logic_types.png
Drawn at 4 px/micron.
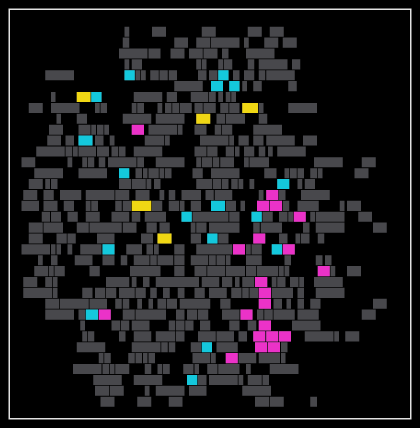
congestion.png
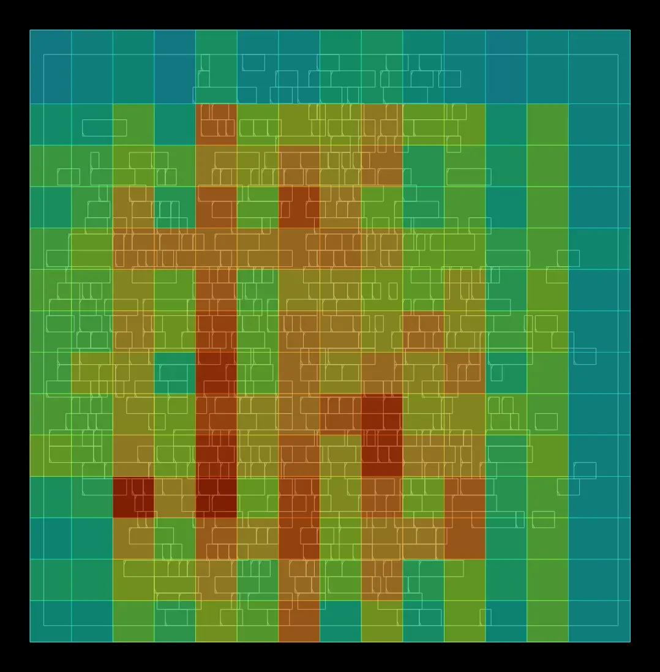
layer_met1.png
Drawn at 4 px/micron. Supply wires on this layer in gray.
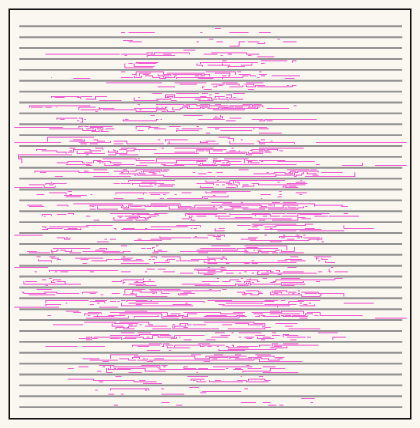
wires.png
Drawn at 4 px/micron. Only two layers are drawn.
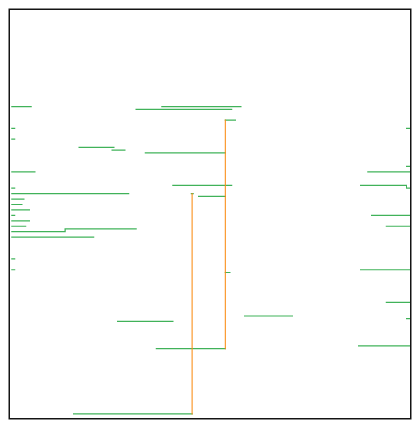
Design innings_scorer, sky130hd; sources not shown.
==> results_slide.txt <==
Flow Results at a Glance

Yosys
  – Netlist cell types: 69
  – Synth top cell by count: dfxtp_1
  – Post-synthesis net count: 401
  – Yosys warning tally: 0
  – Most common flop cell mapped by yosys: dfxtp_1
  – FA/HA/MAJ Cells, Area Fraction: 7.884%
  – Synthesized area per cell: 8.295 sq um
  – Area share, top type: 29.61%
  – Yosys cell count: 375
  – Top cell types by occurrence after synthesis: dfxtp_1 (46), nand2_1 (33), a21oi_1 (32)
  – Yosys xor share: 5.913%
  – Multiplexer share: 1.649%
  – Synth async-reset ratio: 0%
  – Register area share after synthesis: 29.61%
  – Yosys chip area: 3110 sq um
  – Post-Synth Simple-Gate Area: 27.23%
  – Seq cells post-synth: 46

Drt
  – WL met1: 4051 microns
  – Top sig layer: met4
  – Routed wl met3: 358 microns
  – Post-route antenna net violation count: 0
  – First-pass DRT Iterations: 4
  – Vias per cell: 5.245
  – DRT iter0 DRCs: 131

Placement
  – Pre-CTS WS: -427.6 ps
  – I/O Buffers: 47
  – Gpl congestion: 0.9019
  – Placed insts: 554

Clocking
  – Late-Pin Clk Latency: 310 ps
  – Maximum clock path buffer count: 2
  – Maximum level of the CTS H-tree: 2
  – Clock Sinks: 46
  – Root buf cell: clkbuf_8
  – CTS tree: built
  – Worst-path clk slew: 90 ps
  – # hold bufs at CTS: 0

Timing
  – Slew HR: 51.60%
  – Finish-stage setup viols: 0
  – Worst setup margin: 80.57 ps
  – Fin. Hold Viols: 0
  – Setup_tns: 0 ps
  – Clk_skew: 6.537 ps
  – Min Hold Slack: 452.0 ps
  – Worst-Margin Slew: 726.1 ps
  – F_max: 248.8 MHz

Floorplanning
  – Die width: 100 microns
  – # rows: 35
  – FP Core Util: 34.15%
  – Num ports: 48

Power and ir drop
  – PwrDens: 208.0 nW/um^2
  – Clock power share: 40.4%
  – Seq pwr share: 51.8%
  – Switch Pwr: 0.0002014 W
  – VDD IR max: 0.1140 mV
  – P_leak: 1.509 nW
  – Pwr Total: 0.0008693 W
  – Sw Ratio: 23.16%

Critical path
  – Crit end category: flip-flop
  – Worst path top cell family by delay: simple AND/OR/NAND/NOR gates
  – Crit Path Class: primary input to flip-flop
  – Reg2Reg Depth: 16
  – Number of cells on the critical path: 18
  – Buf+Inv Stages, Crit Path: 3
  – Crit-path slowest cell: or4b_4
  – FF-to-FF setup slack: 600 ps
  – Crit path cell chain: clkdlybuf4s50_1 > nor2b_4 > ha_2 > fa_2 > a211oi_2 > buf_4 > nor2_4 > buf_6 > nor3_4 > a2bb2oi_2 > ha_1 > nand4_1 > a21oi_2 > a221o_1 > a31oi_4 > and3_4 > or4b_4 > a21oi_2

Flow run
  – OpenROAD warning count: 26
  – Max Cap Viol: 0

Cells and area
  – Final nets: 481
  – Final core utilization: 45.89%
  – N_diodes: 0
  – Area growth syn-to-layout: 34.39%
  – Fin area: 4180 sq um
  – Share of cells above drive strength 1: 21.93%
  – Filler cells: 914
  – Top Layout Cells: dfxtp_1 (46), clkdlybuf4s50_1 (45), buf_4 (41)

Min path
  – Hold path cells: 1
  – HP Class: flip-flop to flip-flop

Run status
  – Outcome: finished, final reports clean

Global route
  – Vias in the first global route: 2898
  – Gr ovfl total: 0
  – Global-route wire length before repair: 14200 microns
  – Largest net degree at the start of global routing: 34
  – Met2 GRT Util: 28.69%
-- logic_types.png (at the start) --
XOR/XNOR gates: in magenta, cells 21. AND-OR and OR-AND gates: in cyan, cells 17. multiplexers: in yellow, cells 5.
Post-Layout Cell Count: 567
most frequent logic cell in the layout: dfxtp_1
multi-input logic portion of the cell area: 51.12%

-- congestion.png (at the start) --
routed len/inst: 15.01 microns
met1 Track Usage GR: 22.62%
grt met3 use: 3.352%
busiest grt layer: met2

-- layer_met1.png (at the start) --
The layer carries 4050 microns of wire. The longest straight run is 26.2 microns. The layer holds 48% of the routed length. The wires run mostly horizontal.
Vias: 2974
Routed WL: 8510 microns

-- wires.png (at the start) --
metal 4: in orange, wire length 112 microns. metal 3: in green, wire length 359 microns.
gr usage total: 17.20%

==> power groups by stage <==
| stage | Sequential [W] | Clock [W] | Combinational [W] |
|---|---|---|---|
| after floorplan | 0.000461 | 0 | 0.0000348 |
| after global placement | 0.000461 | 0 | 0.0000616 |
| after detailed placement | 0.000461 | 0 | 0.0000626 |
| after CTS | 0.000450 | 0.000365 | 0.0000649 |
| after global routing | 0.000451 | 0.000383 | 0.0000741 |
| final | 0.000450 | 0.000352 | 0.0000677 |
==> layout make-up <==
type,instances,area (sq um),share of cell area [%]
Sequential cell,46,920.9,22.03
Timing Repair Buffer,89,787.0,18.83
Clock inverter,2,37.54,0.8979
Tap cell,111,138.9,3.322
Clock buffer,6,76.32,1.826
Multi-Input combinational cell,291,2137,51.12
Inverter,22,82.58,1.975
Power figures rest on the tool's default switching activity, not on a simulated workload.
